$ cat src/rtl/imem_boot_loader_if.sv
// -----------------------------------------------------------------------------
// imem_boot_loader_if
// Groups the boot loader's byte-stream port and its instruction memory write
// port.
//   rx_data    [7:0]   incoming byte
//   rx_valid           rx_data is valid
//   rx_ready           loader accepts the byte (transfer when valid && ready)
//   imem_we            one-cycle instruction memory write strobe
//   imem_waddr [31:0]  word-aligned byte address of the write
//   imem_wdata [31:0]  instruction word to write
// Modports:
//   master - byte sender / memory side (drives rx_data, rx_valid)
//   slave  - the loader (drives rx_ready and the write port)
// -----------------------------------------------------------------------------
interface imem_boot_loader_if;
    logic [7:0]  rx_data;
    logic        rx_valid;
    logic        rx_ready;
    logic        imem_we;
    logic [31:0] imem_waddr;
    logic [31:0] imem_wdata;

    modport master (
        output rx_data, rx_valid,
        input  rx_ready, imem_we, imem_waddr, imem_wdata
    );

    modport slave (
        input  rx_data, rx_valid,
        output rx_ready, imem_we, imem_waddr, imem_wdata
    );
endinterface

$ cat src/rtl/imem_boot_loader.sv
// -----------------------------------------------------------------------------
// imem_boot_loader
// Boot-time controller for the writable instruction memory. Receives a byte
// stream (16-bit little-endian word count, then 4*count bytes), validates the
// count, packs little-endian bytes into 32-bit words and writes them to
// consecutive word addresses from byte address 0. The CPU is held until the
// last word has been strobed, then released.
// Ports:
//   clk         system clock, rising edge
//   reset       asynchronous, active-high reset
//   load_start  single-cycle pulse starting a load (WAIT_START, DONE, ERR only)
//   bus         byte stream in / instruction memory write out (slave modport)
//   cpu_hold    CPU stall, high except in DONE
//   load_done   last load completed successfully
//   load_err    last header was illegal (count 0 or count > DEPTH)
// -----------------------------------------------------------------------------
module imem_boot_loader #(
    parameter int DEPTH = 128
) (
    input  logic                clk,
    input  logic                reset,
    input  logic                load_start,
    imem_boot_loader_if.slave   bus,
    output logic                cpu_hold,
    output logic                load_done,
    output logic                load_err
);
    localparam int AW = $clog2(DEPTH) + 1;

    typedef enum logic [2:0] {
        WAIT_START,
        HDR0,
        HDR1,
        DATA,
        DRAIN,
        DONE,
        ERR
    } state_t;

    state_t         state_reg, state_next;
    logic [15:0]    count_reg, count_next;
    logic [AW-1:0]  word_idx_reg, word_idx_next;
    logic [1:0]     byte_idx_reg, byte_idx_next;
    logic [31:0]    asm_reg, asm_next;
    logic           rx_ready_reg, rx_ready_next;
    logic           imem_we_reg, imem_we_next;
    logic [31:0]    imem_waddr_reg, imem_waddr_next;
    logic [31:0]    imem_wdata_reg, imem_wdata_next;
    logic           cpu_hold_reg, cpu_hold_next;
    logic           load_done_reg, load_done_next;
    logic           load_err_reg, load_err_next;

    logic           xfer;
    logic [15:0]    hdr_count;
    logic [31:0]    asm_shift;
    logic           last_word;

    assign xfer      = bus.rx_valid && rx_ready_reg;
    assign hdr_count = {bus.rx_data, count_reg[7:0]};
    // Bytes enter at the top and shift down, so after four bytes b0 sits in
    // [7:0] and b3 in [31:24].
    assign asm_shift = {bus.rx_data, asm_reg[31:8]};
    assign last_word = ({{(16-AW){1'b0}}, word_idx_reg} == (count_reg - 16'd1));

    always_ff @(posedge clk or posedge reset) begin
        if (reset) begin
            state_reg      <= WAIT_START;
            count_reg      <= '0;
            word_idx_reg   <= '0;
            byte_idx_reg   <= '0;
            asm_reg        <= '0;
            rx_ready_reg   <= 1'b0;
            imem_we_reg    <= 1'b0;
            imem_waddr_reg <= '0;
            imem_wdata_reg <= '0;
            cpu_hold_reg   <= 1'b1;
            load_done_reg  <= 1'b0;
            load_err_reg   <= 1'b0;
        end else begin
            state_reg      <= state_next;
            count_reg      <= count_next;
            word_idx_reg   <= word_idx_next;
            byte_idx_reg   <= byte_idx_next;
            asm_reg        <= asm_next;
            rx_ready_reg   <= rx_ready_next;
            imem_we_reg    <= imem_we_next;
            imem_waddr_reg <= imem_waddr_next;
            imem_wdata_reg <= imem_wdata_next;
            cpu_hold_reg   <= cpu_hold_next;
            load_done_reg  <= load_done_next;
            load_err_reg   <= load_err_next;
        end
    end

    always_comb begin
        state_next      = state_reg;
        count_next      = count_reg;
        word_idx_next   = word_idx_reg;
        byte_idx_next   = byte_idx_reg;
        asm_next        = asm_reg;
        imem_we_next    = 1'b0;
        imem_waddr_next = imem_waddr_reg;
        imem_wdata_next = imem_wdata_reg;

        case (state_reg)
            WAIT_START: begin
                if (load_start) state_next = HDR0;
            end
            HDR0: begin
                if (xfer) begin
                    count_next[7:0] = bus.rx_data;
                    state_next      = HDR1;
                end
            end
            HDR1: begin
                if (xfer) begin
                    count_next = hdr_count;
                    if (hdr_count == 16'd0 || hdr_count > 16'(DEPTH)) begin
                        state_next = ERR;
                    end else begin
                        word_idx_next = '0;
                        byte_idx_next = '0;
                        state_next    = DATA;
                    end
                end
            end
            DATA: begin
                if (xfer) begin
                    asm_next      = asm_shift;
                    byte_idx_next = byte_idx_reg + 2'd1;
                    if (byte_idx_reg == 2'd3) begin
                        imem_we_next    = 1'b1;
                        imem_wdata_next = asm_shift;
                        imem_waddr_next = 32'({word_idx_reg, 2'b00});
                        word_idx_next   = word_idx_reg + 1'b1;
                        if (last_word) state_next = DRAIN;
                    end
                end
            end
            DRAIN: begin
                state_next = DONE;
            end
            DONE, ERR: begin
                if (load_start) state_next = HDR0;
            end
            default: begin
                state_next = WAIT_START;
            end
        endcase
    end

    // Status outputs are registered copies decoded from the next state, so
    // they change on the same edge as the state itself.
    always_comb begin
        rx_ready_next  = (state_next == HDR0) || (state_next == HDR1) ||
                         (state_next == DATA);
        cpu_hold_next  = (state_next != DONE);
        load_done_next = (state_next == DONE);
        load_err_next  = (state_next == ERR);
    end

    assign bus.rx_ready   = rx_ready_reg;
    assign bus.imem_we    = imem_we_reg;
    assign bus.imem_waddr = imem_waddr_reg;
    assign bus.imem_wdata = imem_wdata_reg;
    assign cpu_hold       = cpu_hold_reg;
    assign load_done      = load_done_reg;
    assign load_err       = load_err_reg;

endmodule

$ cat src/flat_wrapper.sv
// flat-port wrapper written by rule: the top's interface ports become plain ports
module imem_boot_loader_flat 
#(
    parameter int DEPTH = 128
)
  (clk, reset, load_start, cpu_hold, load_done, load_err, bus_rx_data, bus_rx_valid, bus_rx_ready, bus_imem_we, bus_imem_waddr, bus_imem_wdata);
  imem_boot_loader_if bus_i ();
  input  logic clk;
  input  logic reset;
  input  logic load_start;
  output logic cpu_hold;
  output logic load_done;
  output logic load_err;
  input wire logic [$bits(bus_i.rx_data)-1:0] bus_rx_data;
  input wire logic [$bits(bus_i.rx_valid)-1:0] bus_rx_valid;
  output wire logic [$bits(bus_i.rx_ready)-1:0] bus_rx_ready;
  output wire logic [$bits(bus_i.imem_we)-1:0] bus_imem_we;
  output wire logic [$bits(bus_i.imem_waddr)-1:0] bus_imem_waddr;
  output wire logic [$bits(bus_i.imem_wdata)-1:0] bus_imem_wdata;
  assign bus_i.rx_data = bus_rx_data;
  assign bus_i.rx_valid = bus_rx_valid;
  assign bus_rx_ready = bus_i.rx_ready;
  assign bus_imem_we = bus_i.imem_we;
  assign bus_imem_waddr = bus_i.imem_waddr;
  assign bus_imem_wdata = bus_i.imem_wdata;
  imem_boot_loader #(.DEPTH(DEPTH)) u_core (.clk(clk), .reset(reset), .load_start(load_start), .bus(bus_i), .cpu_hold(cpu_hold), .load_done(load_done), .load_err(load_err));
endmodule
$ cat config.mk
export PLATFORM = sky130hd
export DESIGN_NAME = imem_boot_loader_flat
export DESIGN_NICKNAME = d
export VERILOG_FILES = /design/src/rtl/imem_boot_loader_if.sv /design/src/rtl/imem_boot_loader.sv /design/src/flat_wrapper.sv
export SDC_FILE = /design/constraint.sdc
export NUM_CORES = 1
export LEC_CHECK = 0
export CORE_AREA = 3 3 102 153
export DETAILED_ROUTE_END_ITERATION = 6
export DIE_AREA = 0 0 105 156
export HOLD_SLACK_MARGIN = 0.06
export PLACE_DENSITY = 0.49
export SLEW_MARGIN = 20
export SYNTH_ARGS = -nofsm -noshare
export SYNTH_HDL_FRONTEND = slang
export SYNTH_SLANG_ARGS = --single-unit
$ cat constraint.sdc
create_clock -name clk -period 3 [get_ports clk]
set_clock_uncertainty 0.1 [all_clocks]
set_input_delay 0.6 -clock clk [delete_from_list [all_inputs] [get_ports clk]]
set_output_delay 0.6 -clock clk [all_outputs]
set_load 0.03 [all_outputs]
==> reports/metrics.cfg, run 1 <==
[final_layout]
final_common_cell = dfrtp_1
mi_logic_area_um2 = 1680
final_cell_mix = dfrtp_1, mux2_2, clkdlybuf4s50_1, conb_1, nand2_1
comb_area_share_pct = 31.1
largest_register_ffs = 32
inverters = 9
fillers = 1435
clk_share_pct = 5.74
n_antenna_cell = 0
dominant-cell-class = flip-flops and latches
drive_gt1_share_pct = 29.4
fin_util_pct = 37.4
seq_share_pct = 45.4
nets = 408
flop-count = 98
fin_cells = 594

[placed_design]
gp_congestion = 0.791
dp_hpwl_um = 6370
numPortBuffers = 56
dp_slack_ns = 0.357

[critical_path]
r2r_end = u_core.state_reg[0]
cp-end-kind = flip-flop
rrSetupSlack_ns = 0.31
path_class = flip-flop to flip-flop
worst_ep_arrival_time_ns = 2.77
r2r_start = u_core.count_reg[0]
cp-start-kind = flip-flop
required_ns = 3.08
crit_start = u_core.count_reg[0]
rr_worst_depth = 8
critPathCapture = u_core.state_reg[0]

[power]
ir_worst_vdd_uv = 464
swShare_pct = 35.4
seqPwrFrac_pct = 41.3
power_leakage_nw = 2.36
p_per_area_nw_per_um2 = 987
total_power_w = 0.00533
p_sw_w = 0.00189
internal-power_w = 0.00344
p_clk_share_pct = 22.4

[grt]
grt_pass1_vias = 2855
grt_pass1_wl_um = 14700
grt_max_degree = 40
gr-total-overflow = 0
gr-usage-met3_pct = 2.40
grt.busiest_layer = met2
track_usage_pct = 11.3
antenna_found_initial = 0

[clock_tree]
h-tree-depth = 3
cts_sinks = 98
cts_hold_buffers = 0
postCtsSetupBuffers = 0
cts_resized = 0
tritoncts = yes
cts_root_buffer = clkbuf_16
cts_buffers = 9
clk_path_buf_depth = 2
clk_latency_ns = 0.34

[floorplanning]
dieArea_um2 = 16400
die_w_um = 105
fp.dieH_um = 156
rows = 54
io_pins = 81
initial_core_util_pct = 29.7

[routing]
first_pass_iters = 4
drcViolationCount = 0
ant_nets = 0
wl_met3_um = 384
routed-wl-met2_um = 4580
wl_met1_um = 3640
viasPerCell = 4.47
avgRoutedWirePerCell_um = 14.9
top_layer = met4

[final_timing]
holdWs_ns = 0.407
setup_viol = 0
relSlewSlack_pct = 61.7
finalHoldViolations = 0
rsz0062_at_grt = false
tightest_slew_ns = 0.574
finalCritPeriodShare_pct = 89.7
timing.final.crit_period_ns = 2.69
fin_tns_setup_ns = 0
slew_viol_final = 0
fin_ws_ns = 0.309
fmax_ghz = 0.372

[synthesis]
mux_area_share_pct = 20.7
ys_top_cells_by_area = dfrtp_1, mux2_2, buf_4, xnor2_1, nand2_1
yosys_area_um2 = 4300
yosys-top-cells-count = dfrtp_1, mux2_2, buf_4
synth.distinct_cells = 46
ys_async_sr_fraction_pct = 100
simple_gate_area_share_pct = 7.63
ys_ff = 98
synth_dominant_cell_count = dfrtp_1
synth.top_cell.area_share_pct = 56.5
compound_area_share_pct = 3.81
netlist_area_um2 = 4300
ys_cells = 330
edf_count = 0
seq_area_frac_synth_pct = 57.1

[min_path]
hold_path_class = flip-flop to flip-flop
hp-start = u_core.asm_reg[11]
min_to = u_core.bus.imem_wdata[3]
min_path_cells = 1

[outcome]
outcome = finished clean

[run]
max-cap-violations = 0
warnings = 26

## run 1: power groups by stage
stage | sequential, W | combinational (W) | clock, W
after floorplan | 0.00245 | 0.00104 | 0
after global placement | 0.00223 | 0.00193 | 0
after detailed placement | 0.00224 | 0.00195 | 0
after CTS | 0.00222 | 0.00197 | 0.00124
after global routing | 0.00229 | 0.00208 | 0.00130
final | 0.00220 | 0.00194 | 0.00119
## run 1: critical path, stage by stage, from the launching register on
cell     delay (ns)
dfrtp_1        0.41
inv_1          0.10
ha_1           0.22
or4b_4         0.51
or4_4          0.43
nand2_1        0.08
nand4_1        0.11
nor4_1         0.37
o21ai_0        0.21
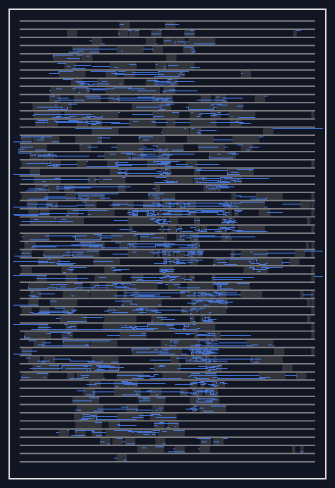
Fig. 1. Met1 routing (run 1).
Scale: 3 px per um. Supply wires on this layer in grey.
share of all routed wire: 41%
main direction: horizontal
WL final: 8820 um
met1 global-route usage: 13.3%

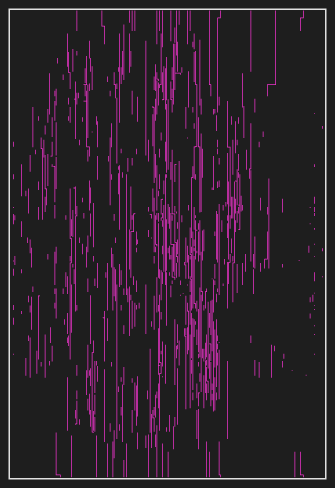
Fig. 2. Met2 routing (run 1).
Scale: 3 px per um.
share of all routed wire: 52%
wire length on this layer: 4580 um
nets with wire on the layer: 375
longest straight run: 51.3 um
main direction: vertical
GR Layer Usage met2: 19.5%
via count: 2657

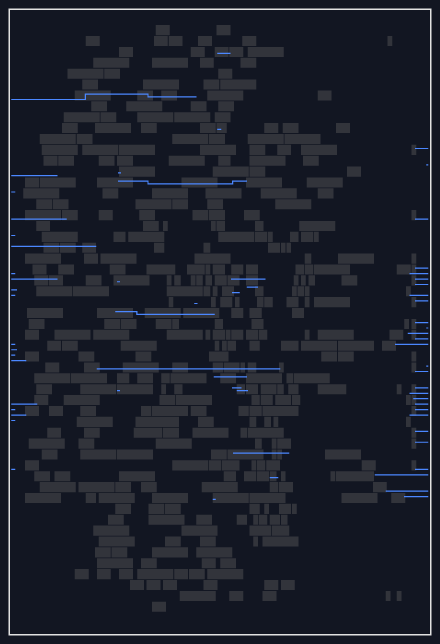
Fig. 3. The metal 3 layer (run 1).
Scale: 4 px per um.
wire length on this layer: 385 um
longest straight run: 45.5 um
main direction: horizontal
share of all routed wire: 4.4%

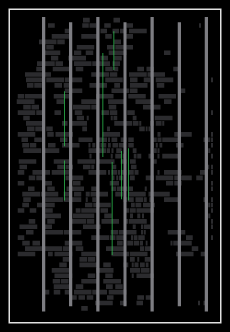
Fig. 4. Signal wires on met4 (run 1).
Scale: 2 px per um. Supply wires on this layer in grey.
longest straight run: 51.7 um
nets with wire on the layer: 5
wire length on this layer: 214 um
share of all routed wire: 2.4%
main direction: vertical

==> inputs of run 2 (changes only) <==
--- a/config.mk
+++ b/config.mk
@@ -5,6 +5,7 @@
 export SDC_FILE = /design/constraint.sdc
 export NUM_CORES = 1
 export LEC_CHECK = 0
+export CAP_MARGIN = 10
 export CORE_AREA = 3 3 102 153
 export DETAILED_ROUTE_END_ITERATION = 6
 export DIE_AREA = 0 0 105 156
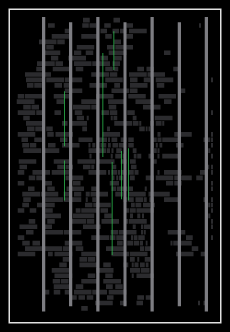
Fig. 5. Signal wires on met4 (run 2).
Scale: 2 px per um. Supply wires on this layer in grey.
share of all routed wire: 2.4%
nets with wire on the layer: 5

==> run 2 against run 1 <==
- worst setup slack is the same
- die size is the same
- final cell count is the same
- cell area is the same
- clock-buffer cell count is the same
- highest routed layer unchanged
- global-route usage is the same
- critical endpoint unchanged
- via count is the same
- sequential share of layout area is the same
- critical path depth is the same
- first-iteration DRC count is the same
==> reports/metrics.cfg, run 2 <==
[critical_path]
cp-end-kind = flip-flop  ; unchanged
critPathSlowestCell = or4b_4  ; unchanged
path_cells = inv_1, ha_1, or4b_4, or4_4, nand2_1, nand4_1, nor4_1, o21ai_0  ; unchanged
cp_num_buf_inv = 1  ; unchanged
r2r_end = u_core.state_reg[0]  ; unchanged
path_depth = 8  ; unchanged
worst_ep_arrival_time_ns = 2.77  ; about the same
r2r_start = u_core.count_reg[0]  ; unchanged
required_ns = 3.08  ; about the same

[placed_design]
dp_slack_ns = 0.357  ; unchanged
gp_congestion = 0.791  ; unchanged
numPortBuffers = 56  ; unchanged
dp_hpwl_um = 6370  ; unchanged

[power]
power_leakage_nw = 2.36  ; unchanged
p_per_area_nw_per_um2 = 987  ; unchanged
powerSeq_w = 0.00220  ; about the same
p_clk_share_pct = 22.4  ; about the same
swShare_pct = 35.4  ; unchanged
ir_worst_vdd_uv = 464  ; unchanged
top_power_group = registers  ; unchanged
internal-power_w = 0.00344  ; unchanged

[outcome]
outcome = finished clean  ; unchanged

[final_layout]
fillers = 1435  ; unchanged
final_cell_mix = dfrtp_1, mux2_2, clkdlybuf4s50_1, conb_1, nand2_1  ; unchanged
largest_register_ffs = 32  ; unchanged

[synthesis]
yosys_area_um2 = 4300  ; unchanged
simple_gate_area_share_pct = 7.63  ; unchanged
synth.top_cell.area_share_pct = 56.5  ; unchanged
synth_dominant_cell_count = dfrtp_1  ; unchanged
seq_area_frac_synth_pct = 57.1  ; unchanged
ys_async_sr_fraction_pct = 100  ; unchanged
ys_cells = 330  ; unchanged
compound_area_share_pct = 3.81  ; unchanged
netlist_area_um2 = 4300  ; unchanged
ys_top_cells_by_area = dfrtp_1, mux2_2, buf_4, xnor2_1, nand2_1  ; unchanged
mux_area_share_pct = 20.7  ; unchanged

[floorplanning]
dieArea_um2 = 16400  ; unchanged
io_pins = 81  ; unchanged
initial_core_util_pct = 29.7  ; unchanged

[routing]
vias = 2657  ; unchanged
first_pass_iters = 4  ; unchanged
viasPerCell = 4.47  ; unchanged
drcViolationCount = 0  ; unchanged

[final_timing]
fin_tns_setup_ns = 0  ; unchanged
fin_ws_ns = 0.309  ; unchanged
finalHoldViolations = 0  ; unchanged
holdWs_ns = 0.407  ; unchanged
setup_viol = 0  ; unchanged
relSlewSlack_pct = 61.7  ; unchanged

[clock_tree]
cts_buffers = 9  ; unchanged
cts_hold_buffers = 0  ; unchanged
cts_sinks = 98  ; unchanged
cts_resized = 0  ; unchanged
cts_root_buffer = clkbuf_16  ; unchanged

[grt]
gr-total-overflow = 0  ; unchanged
grt_max_degree = 40  ; unchanged
antenna_found_initial = 0  ; unchanged
grt_pass1_vias = 2855  ; unchanged

[min_path]
hold_path_class = flip-flop to flip-flop  ; unchanged
min_to = u_core.bus.imem_wdata[3]  ; unchanged

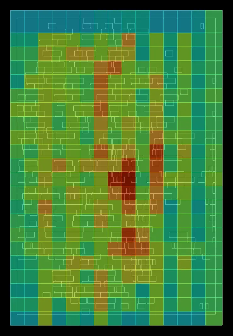
Fig. 6. Routing congestion map (run 2).
GRT Util Overall: 11.3%
GR Layer Usage met3: 2.40%
wire per inst: 14.9 um

run 2: cell counts after synthesis:
Identical to the previous run, type by type.
run 2: per-layer routing:
layer	global-route usage, %	routed length, um	share of wire (%)	vias to the layer above
met3	2.40	384	4.4	16
met1	13.3	3640	41	1329
li1	-	-	-	1242
met4	5.57	213	2.4	0
met2	19.5	4580	52	70
met5	0	0	0	-
run 2: layout make-up:
cell class | count | area share [%]
sequential | 98 | 45.4
multi-input combinational | 209 | 31.1
timing repair buffer | 66 | 12.5
tap | 196 | 4.54
clock buffer | 9 | 4.17
clock inverter | 7 | 1.58
inverter | 9 | 0.695
Fig. 7: run 2, met2 routing
Scale: 3 px per um.
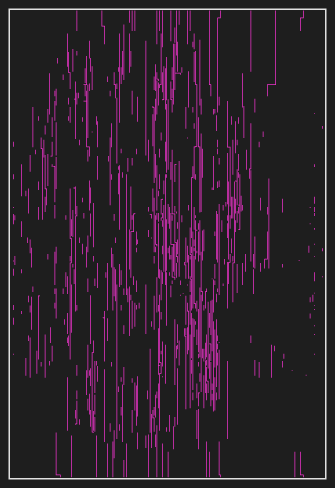

==> inputs of run 3 (changes only) <==
--- a/config.mk
+++ b/config.mk
@@ -5,11 +5,12 @@
 export SDC_FILE = /design/constraint.sdc
 export NUM_CORES = 1
 export LEC_CHECK = 0
-export CAP_MARGIN = 10
+export CAP_MARGIN = 5
 export CORE_AREA = 3 3 102 153
 export DETAILED_ROUTE_END_ITERATION = 6
 export DIE_AREA = 0 0 105 156
 export HOLD_SLACK_MARGIN = 0.06
+export MAX_ROUTING_LAYER = met4
 export PLACE_DENSITY = 0.49
 export SLEW_MARGIN = 20
 export SYNTH_ARGS = -nofsm -noshare
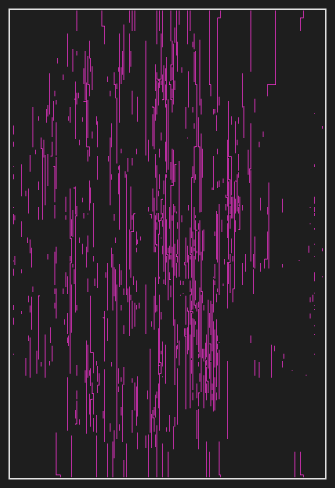
Fig. 8. Met2 routing (run 3).
Scale: 3 px per um.
nets with wire on the layer: 375
share of all routed wire: 52%

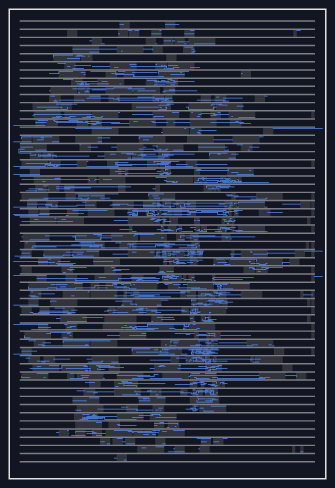
Fig. 9. Met1 routing (run 3).
Scale: 3 px per um. Supply wires on this layer in grey.
share of all routed wire: 42%
main direction: horizontal
WL final: 8840 um
via count: 2660

==> run 3 against run 2 <==
- total power up 0.14%
- worst setup slack better by 0.023 ns
- synthesized cell count stayed put
- largest power group unchanged
==> reports/metrics.cfg, run 3 <==
[critical_path]
worst_ep_arrival_time_ns = 2.76  ; was 2.77 ns
path_depth = 8  ; unchanged
rr_worst_depth = 8  ; unchanged
cp_num_buf_inv = 1  ; unchanged
crit_fanout = 5  ; unchanged
cp-end-kind = flip-flop  ; unchanged
required_ns = 3.09  ; was 3.08 ns
path_cells = inv_1, ha_1, or4b_4, or4_4, nand2_1, nand4_1, nor4_1, o21ai_0  ; unchanged
cpPeakStageDelay_ns = 0.51  ; about the same
crit_family = simple AND/OR/NAND/NOR gates  ; unchanged
cp-start-kind = flip-flop  ; unchanged
r2r_end = u_core.state_reg[0]  ; unchanged
critPathCapture = u_core.state_reg[0]  ; unchanged
r2r_start = u_core.count_reg[0]  ; unchanged
path_class = flip-flop to flip-flop  ; unchanged
crit_start = u_core.count_reg[0]  ; unchanged
rrSetupSlack_ns = 0.33  ; was 0.31 ns
critPathSlowestCell = or4b_4  ; unchanged

[final_layout]
area_growth_syn_to_layout_pct = 25.6  ; unchanged
nets = 408  ; unchanged
seqCellArea_um2 = 2450  ; unchanged
fin_cells = 594  ; unchanged
final_common_cell = dfrtp_1  ; unchanged
mi_logic_area_um2 = 1680  ; unchanged
fillers = 1435  ; unchanged
n_antenna_cell = 0  ; unchanged
fin_util_pct = 37.4  ; unchanged
drive_gt1_share_pct = 29.4  ; unchanged
postLayoutCellArea_um2 = 5400  ; unchanged
final_cell_mix = dfrtp_1, mux2_2, clkdlybuf4s50_1, conb_1, nand2_1  ; unchanged
largest_register_ffs = 32  ; unchanged

[routing]
top_layer = met4  ; unchanged
first_pass_iters = 4  ; unchanged
viasPerCell = 4.48  ; was 4.47
wl_met3_um = 350  ; was 384 um
drcViolationCount = 0  ; unchanged
wl_met1_um = 3680  ; was 3640 um
routed-wl-met2_um = 4570  ; was 4580 um
ant_nets = 0  ; unchanged
avgRoutedWirePerCell_um = 14.9  ; about the same
drtIter0Drc = 104  ; was 107

[final_timing]
finalHoldViolations = 0  ; unchanged
holdWs_ns = 0.407  ; about the same
setup_viol = 0  ; unchanged
tightest_slew_ns = 0.574  ; about the same
slew_viol_final = 0  ; unchanged
fin_tns_setup_ns = 0  ; unchanged
timing.final.crit_period_ns = 2.67  ; was 2.69 ns
rsz0062_at_grt = false  ; unchanged
finalCritPeriodShare_pct = 89.0  ; was 89.7%
relSlewSlack_pct = 61.7  ; about the same
fin_ws_ns = 0.331  ; was 0.309 ns
fmax_ghz = 0.375  ; was 0.372 GHz

[clock_tree]
cts_sinks = 98  ; unchanged
h-tree-depth = 3  ; unchanged
cts_hold_buffers = 0  ; unchanged
clk_path_buf_depth = 2  ; unchanged
cts_buffers = 9  ; unchanged
clk_latency_ns = 0.34  ; about the same
cts_root_buffer = clkbuf_16  ; unchanged
cts_resized = 0  ; unchanged
path_clk_slew_ns = 0.07  ; about the same
postCtsSetupBuffers = 0  ; unchanged
tritoncts = yes  ; unchanged

[synthesis]
seq_area_frac_synth_pct = 57.1  ; unchanged
synth_dominant_cell_count = dfrtp_1  ; unchanged
edf_count = 0  ; unchanged
ys_cells = 330  ; unchanged
synth.avg_cell_area_um2 = 13.0  ; unchanged
ys_async_sr_fraction_pct = 100  ; unchanged
syn_inst = 330  ; unchanged
synth_top_cell_by_area = dfrtp_1  ; unchanged
yosys_area_um2 = 4300  ; unchanged
ys.flop_type = dfrtp_1  ; unchanged
synth.top_cell.area_share_pct = 56.5  ; unchanged
yosys-top-cells-count = dfrtp_1, mux2_2, buf_4  ; unchanged
synth_warnings = 0  ; unchanged
ys_top_cells_by_area = dfrtp_1, mux2_2, buf_4, xnor2_1, nand2_1  ; unchanged
synth.distinct_cells = 46  ; unchanged
ys_ff = 98  ; unchanged
netlist_area_um2 = 4300  ; unchanged

[placed_design]
gp_congestion = 0.802  ; was 0.791
dp_slack_ns = 0.357  ; unchanged
dp_hpwl_um = 6370  ; unchanged
numPortBuffers = 56  ; unchanged
dp_cells = 578  ; unchanged
placed_cell_area_um2 = 5090  ; unchanged

[floorplanning]
io_pins = 81  ; unchanged
dieArea_um2 = 16400  ; unchanged
fp.dieH_um = 156  ; unchanged
rows = 54  ; unchanged
coreArea_um2 = 14500  ; unchanged
die_w_um = 105  ; unchanged
initial_core_util_pct = 29.7  ; unchanged

[min_path]
min_path_cells = 1  ; unchanged
hold_path_class = flip-flop to flip-flop  ; unchanged
hp-start = u_core.asm_reg[11]  ; unchanged
min_to = u_core.bus.imem_wdata[3]  ; unchanged

[power]
total_power_w = 0.00534  ; was 0.00533 W
powerComb_w = 0.00194  ; about the same
pg_clk_w = 0.00120  ; was 0.00119 W
powerSeq_w = 0.00220  ; about the same
p_per_area_nw_per_um2 = 988  ; was 987 nW/um^2
power_leakage_nw = 2.36  ; unchanged
internal-power_w = 0.00344  ; about the same
p_sw_w = 0.00190  ; was 0.00189 W
pwr-share-comb_pct = 36.3  ; about the same
top_power_group = registers  ; unchanged
swShare_pct = 35.5  ; was 35.4%
ir_worst_vdd_uv = 464  ; about the same
p_clk_share_pct = 22.4  ; about the same
seqPwrFrac_pct = 41.3  ; about the same

[grt]
track_usage_pct = 11.6  ; was 11.3%
gr-usage-met3_pct = 2.32  ; was 2.40%
antenna_found_initial = 0  ; unchanged
met2_usage_pct = 19.5  ; unchanged
grt_pass1_wl_um = 14700  ; unchanged
grt_pass1_vias = 2851  ; was 2855
grt.busiest_layer = met2  ; unchanged
grt_max_degree = 40  ; unchanged
met1_usage_pct = 13.4  ; was 13.3%
gr-total-overflow = 0  ; unchanged

[run]
max-cap-violations = 0  ; unchanged
warnings = 26  ; unchanged

[outcome]
outcome = finished clean  ; unchanged

-- run 3: logic make-up (layout without fill, tap and decap cells) --
group / count (synthesis) / in the layout / share of synthesized area (%)
buffers and inverters: 46 / 91 / 6.34
muxes: 79 / 79 / 20.7
other: 1 / 24 / 0.0872
AOI/OAI and AO/OA: 25 / 25 / 3.81
DFF: 98 / 98 / 57.1
xor gates and xnor gates: 16 / 16 / 3.26
and+or+nand+nor: 61 / 61 / 7.63
adders and majority gates: 4 / 4 / 1.11
-- run 3: cell type report --
| class | instances | share of cell area, % |
|---|---|---|
| repair buffers | 66 | 12.5 |
| clock inverters | 7 | 1.58 |
| multi-input cells | 209 | 31.1 |
| inverters | 9 | 0.695 |
| flip-flops and latches | 98 | 45.4 |
| clock buffers | 9 | 4.17 |
| well taps | 196 | 4.54 |
Power and IR drop assume default switching activity.
